**src/rtl/sysid_check_pkg.sv**
```systemverilog
// Shared types and constants for the sysid check master.
// Holds the FSM encoding and the default expected ID words.
package sysid_check_pkg;

    localparam int unsigned STALL_W = 8;

    localparam logic [31:0] DEF_EXP_ID        = 32'h0000_0000;
    localparam logic [31:0] DEF_EXP_TIMESTAMP = 32'h5FB0_0F81;

    typedef enum logic [1:0] {
        ST_IDLE  = 2'd0,
        ST_RD_ID = 2'd1,
        ST_RD_TS = 2'd2,
        ST_DONE  = 2'd3
    } state_t;

endpackage

```
**src/rtl/sysid_check_master.sv**
```systemverilog
// Avalon-MM master that reads the sysid slave (ID, timestamp)
// and compares both words against the expected build values.
module sysid_check_master
    import sysid_check_pkg::*;
#(
    parameter logic [31:0] EXP_ID        = DEF_EXP_ID,
    parameter logic [31:0] EXP_TIMESTAMP = DEF_EXP_TIMESTAMP,
    parameter int unsigned TIMEOUT       = 255,
    parameter bit          AUTO_START    = 1'b1
) (
    input  logic        clock,
    input  logic        reset_n,
    input  logic        start,
    output logic        avm_address,
    output logic        avm_read,
    input  logic [31:0] avm_readdata,
    input  logic        avm_waitrequest,
    output logic        busy,
    output logic        done,
    output logic        pass,
    output logic        id_mismatch,
    output logic        ts_mismatch,
    output logic        timeout,
    output logic [31:0] id_value,
    output logic [31:0] ts_value
);

    localparam logic [STALL_W-1:0] STALL_LIMIT = STALL_W'(TIMEOUT - 1);

    state_t             state;
    logic [STALL_W-1:0] stall_cnt;
    logic               auto_pend;
    logic               stall_expired;

    // The stall that brings the counter up to TIMEOUT ends the read.
    assign stall_expired = avm_waitrequest && (stall_cnt == STALL_LIMIT);

    always_ff @(posedge clock or negedge reset_n) begin
        if (!reset_n) begin
            state       <= ST_IDLE;
            stall_cnt   <= '0;
            auto_pend   <= AUTO_START;
            avm_address <= 1'b0;
            avm_read    <= 1'b0;
            busy        <= 1'b0;
            done        <= 1'b0;
            pass        <= 1'b0;
            id_mismatch <= 1'b0;
            ts_mismatch <= 1'b0;
            timeout     <= 1'b0;
            id_value    <= '0;
            ts_value    <= '0;
        end else begin
            unique case (state)
                ST_IDLE: begin
                    done      <= 1'b0;
                    auto_pend <= 1'b0;
                    if (start || auto_pend) begin
                        state       <= ST_RD_ID;
                        stall_cnt   <= '0;
                        avm_address <= 1'b0;
                        avm_read    <= 1'b1;
                        busy        <= 1'b1;
                        pass        <= 1'b0;
                        id_mismatch <= 1'b0;
                        ts_mismatch <= 1'b0;
                        timeout     <= 1'b0;
                        id_value    <= '0;
                        ts_value    <= '0;
                    end
                end
                ST_RD_ID: begin
                    if (!avm_waitrequest) begin
                        id_value    <= avm_readdata;
                        stall_cnt   <= '0;
                        avm_address <= 1'b1;
                        state       <= ST_RD_TS;
                    end else if (stall_expired) begin
                        stall_cnt   <= stall_cnt + 1'b1;
                        timeout     <= 1'b1;
                        avm_read    <= 1'b0;
                        avm_address <= 1'b0;
                        done        <= 1'b1;
                        state       <= ST_DONE;
                    end else begin
                        stall_cnt <= stall_cnt + 1'b1;
                    end
                end
                ST_RD_TS: begin
                    if (!avm_waitrequest) begin
                        ts_value    <= avm_readdata;
                        stall_cnt   <= '0;
                        avm_read    <= 1'b0;
                        avm_address <= 1'b0;
                        done        <= 1'b1;
                        id_mismatch <= (id_value != EXP_ID);
                        ts_mismatch <= (avm_readdata != EXP_TIMESTAMP);
                        pass        <= (id_value == EXP_ID) &&
                                       (avm_readdata == EXP_TIMESTAMP);
                        state       <= ST_DONE;
                    end else if (stall_expired) begin
                        stall_cnt   <= stall_cnt + 1'b1;
                        timeout     <= 1'b1;
                        avm_read    <= 1'b0;
                        avm_address <= 1'b0;
                        done        <= 1'b1;
                        state       <= ST_DONE;
                    end else begin
                        stall_cnt <= stall_cnt + 1'b1;
                    end
                end
                ST_DONE: begin
                    done  <= 1'b0;
                    busy  <= 1'b0;
                    state <= ST_IDLE;
                end
                default: state <= ST_IDLE;
            endcase
        end
    end

endmodule

```
**config.mk**
```make
export PLATFORM = sky130hd
export DESIGN_NAME = sysid_check_master
export DESIGN_NICKNAME = d
export VERILOG_FILES = /design/src/rtl/sysid_check_pkg.sv /design/src/rtl/sysid_check_master.sv
export SDC_FILE = /design/constraint.sdc
export NUM_CORES = 1
export LEC_CHECK = 0
export CAP_MARGIN = 25
export CORE_MARGIN = 2
export CORE_UTILIZATION = 35
export CTS_CLUSTER_DIAMETER = 50
export CTS_CLUSTER_SIZE = 14
export DETAILED_ROUTE_END_ITERATION = 10
export PLACE_DENSITY_LB_ADDON = 0.12
export SETUP_SLACK_MARGIN = 0.05
export SLEW_MARGIN = 20
export SYNTH_ARGS = -nofsm -noshare
export SYNTH_HDL_FRONTEND = slang
export SYNTH_SLANG_ARGS = --single-unit
```
**constraint.sdc**
```tcl
create_clock -name clock -period 2.5 [get_ports clock]
set_input_delay 0.75 -clock clock [delete_from_list [all_inputs] [get_ports clock]]
set_output_delay 0.75 -clock clock [all_outputs]
set_load 0.02 [all_outputs]
```
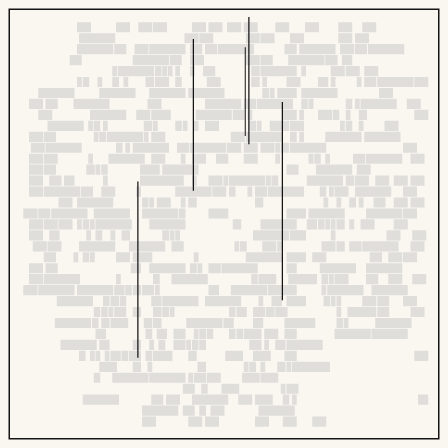
Fig. 1. Signal wires on met4.
Cells faint in the background.
share of all routed wire: 1.8%
wire length on this layer: 183 um
nets with wire on the layer: 4

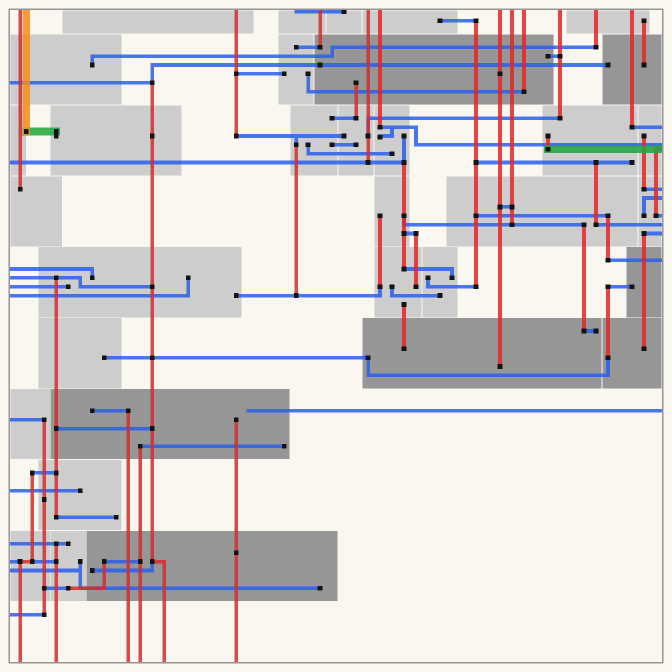
Fig. 2. A small window of the routed layout.
Window x 67 to 92, y 14 to 39 um. Cells in grey, sequential cells in the stronger grey; small squares are vias.
legend:
  green:
    layer: M3
  blue:
    layer: M1
  orange:
    layer: M4
  red:
    layer: M2
cells with their middle in the window: 22
sequential cells in the window: 4
most frequent: nand2_1 (5), dfrtp_1 (3)
netlist names of flops here include: `id_value` (2)

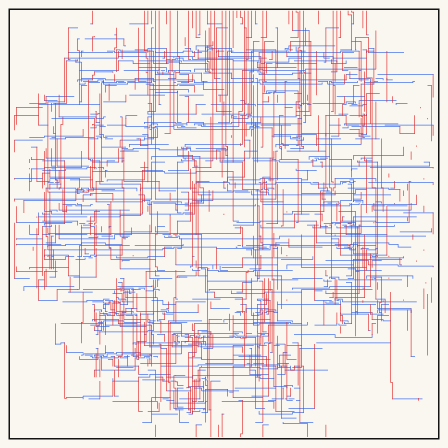
Fig. 3. Signal wires by layer.
Only two layers are drawn.
legend:
  red:
    layer: M2
    wire_length: 4,410 um
  blue:
    layer: M1
    wire_length: 4,920 um
routed length per placed instance: 16.7 um
total routed wirelength: 10,000 um
via total after detailed routing: 3,065
total track usage: 18.4%

==> results_dict.tcl <==
# collected from the flow reports
set metrics [dict create \
    cts_clk_pin_slew_worst_paths_ns 0.09 \
    clock.latency.late_pin_ns 0.36 \
    htree_levels 3 \
    timing.rr.end "ts_value[15]$_DFFE_PN0P_" \
    hold_viol_final 0 \
    dpl.cell_count 587 \
    finalSetupTns_ns 0 \
    layout_top_cells "sky130_fd_sc_hd__clkdlybuf4s50_1 (106), sky130_fd_sc_hd__dfrtp_1 (82), sky130_fd_sc_hd__nand2_1 (78)" \
    groute.layer.met2.usage_pct 27.0 \
    detail_route.first_pass.iterations 6 \
    yosys_most_used_dff "sky130_fd_sc_hd__dfrtp_1" \
    synthMuxAreaShare_pct 0.547 \
    final-max-slew-violation-count 0 \
    power_leader "combinational logic" \
    gp_routability_congestion 0.791 \
    netlist.top_cell.by_area "sky130_fd_sc_hd__dfrtp_1" \
    logic_family "AND-OR/OR-AND gates" \
    cp-startpoint "avm_readdata[6]" \
    power.sequential.fraction_pct 33.9 \
    layoutNonFillerInstCount 603 \
    areaGrowthSynthToFinish_pct 40.5 \
    post-synth-top-count-cell "sky130_fd_sc_hd__dfrtp_1" \
    synth.cellmix.xorXnorShare_pct 0.239 \
    r2r_start "state[0]$_DFFE_PN0N_" \
    hold_slack_ns 0.378 \
    synth_nets 396 \
    end_kind "flip-flop" \
    postCtsResizedCells 0 \
    final_critical_path_setup_slack_ns 0.283 \
    run_status "finished clean" \
    use_met1_pct 26.4 \
    pwr_density_cell_nw_per_um2 1170 \
    fin_worst_skew_ns 0.0172 \
    ys.flops 83 \
    synth-cells-yosys 351 \
    postPlaceCellArea_um2 4930 \
    synth.distinct_cells 42 \
    grt_first_pass_wirelength_um 16100 \
    cp_max_fo 2 \
    cp_cell_sequence "clkdlybuf4s50_1 > or4b_2 > nor4_1 > a32o_1" \
    cts.root.buffer_cell "sky130_fd_sc_hd__clkbuf_8" \
    fmax_ghz 0.451 \
    port_buffers 107 \
    timing.slew.headroom_pct 61.7 \
    post-cts-setup-buffer-count 0 \
    numClockSinks 83 \
    synth_simple_gate_area_share_pct 15.9 \
    cts_tree "done" \
    r2r.worst_path.cells 5 \
    design_power_total_uw 6020 \
    worst_path_buffer_plus_inverter_count 1 \
    antenna_cells_inserted 0 \
    p_comb_uw 2960 \
    power_leakage_uw 0.00221 \
    cts_buffers 9 \
    route.antenna.remaining_nets 0 \
    total_number_of_warnings_across_the_stage_logs 33 \
    cp-endpoint "pass$_DFFE_PN0P_" \
    yosysTopAreaCellShare_pct 56.0 \
    p_comb_share_pct 49.1 \
    drc 0 \
    period_utilization_post_route_pct 88.7 \
    post_drt_via_cell_ratio 5.08 \
    dp_slack_ns -0.0636 \
    max-cap-violations 0 \
    drt_first_iter_violations 142 \
    unrepaired_setup_endpoints_after_global_routing "false" \
    r2r_slack_ns 0.52 \
    io_pins 108 \
]
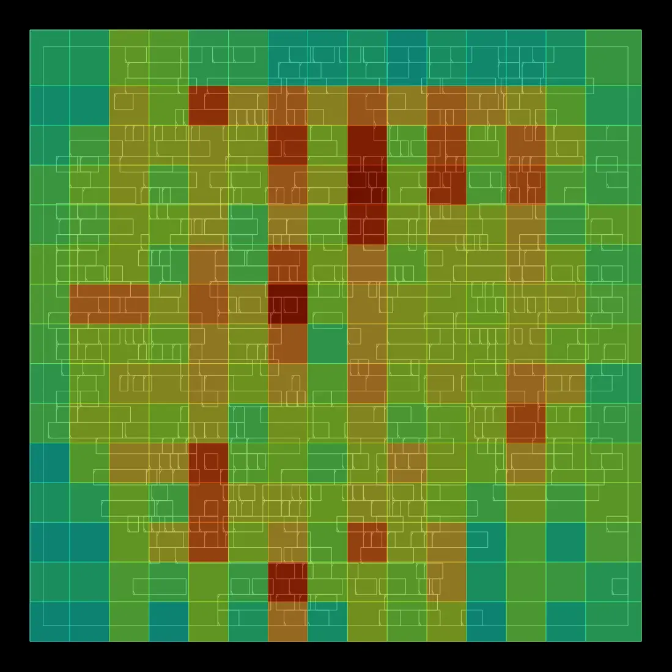
Fig. 4. Routing congestion.
most used routing layer: met2
met3 routing resource usage after global routing: 4.23%
Core Util, Final: 50.3%

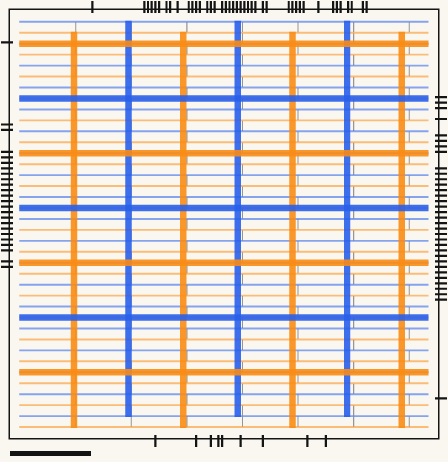
Fig. 5. PDN straps and rails.
Scale bar: 20 um. Pins as bars on the die edge. Tap cells in grey.
legend:
  blue:
    net: VDD
  orange:
    net: VSS
met4 straps: 7
met1 rails: 38
Die Span Y: 106 um
core box area: 10,200 um2
Die Wd: 106 um
Peak supply drop: 0.624 mV

## per-layer routing
| metal | wire length [um] | vias up | share of wire [%] |
|---|---|---|---|
| li1 | - | 1483 | - |
| met1 | 4920 | 1484 | 49 |
| met2 | 4410 | 84 | 44 |
| met3 | 535 | 14 | 5.3 |
| met4 | 182 | 0 | 1.8 |
| met5 | 0 | - | 0 |
## cell type report
class / count / area [um2]
Inverter: 7 / 26.3
Clock buffer: 10 / 138
Multi-Input combinational cell: 238 / 1430
Timing Repair Buffer: 123 / 1230
Clock inverter: 6 / 73.8
Tap cell: 136 / 170
Fill cell: 941 / 5080
Sequential cell: 83 / 2080
## state kept, by name (all words and copies together), names as in the netlist, 2 cells and up
name / count
stall_cnt: 8
ts_value: 32
state: 2
id_value: 32
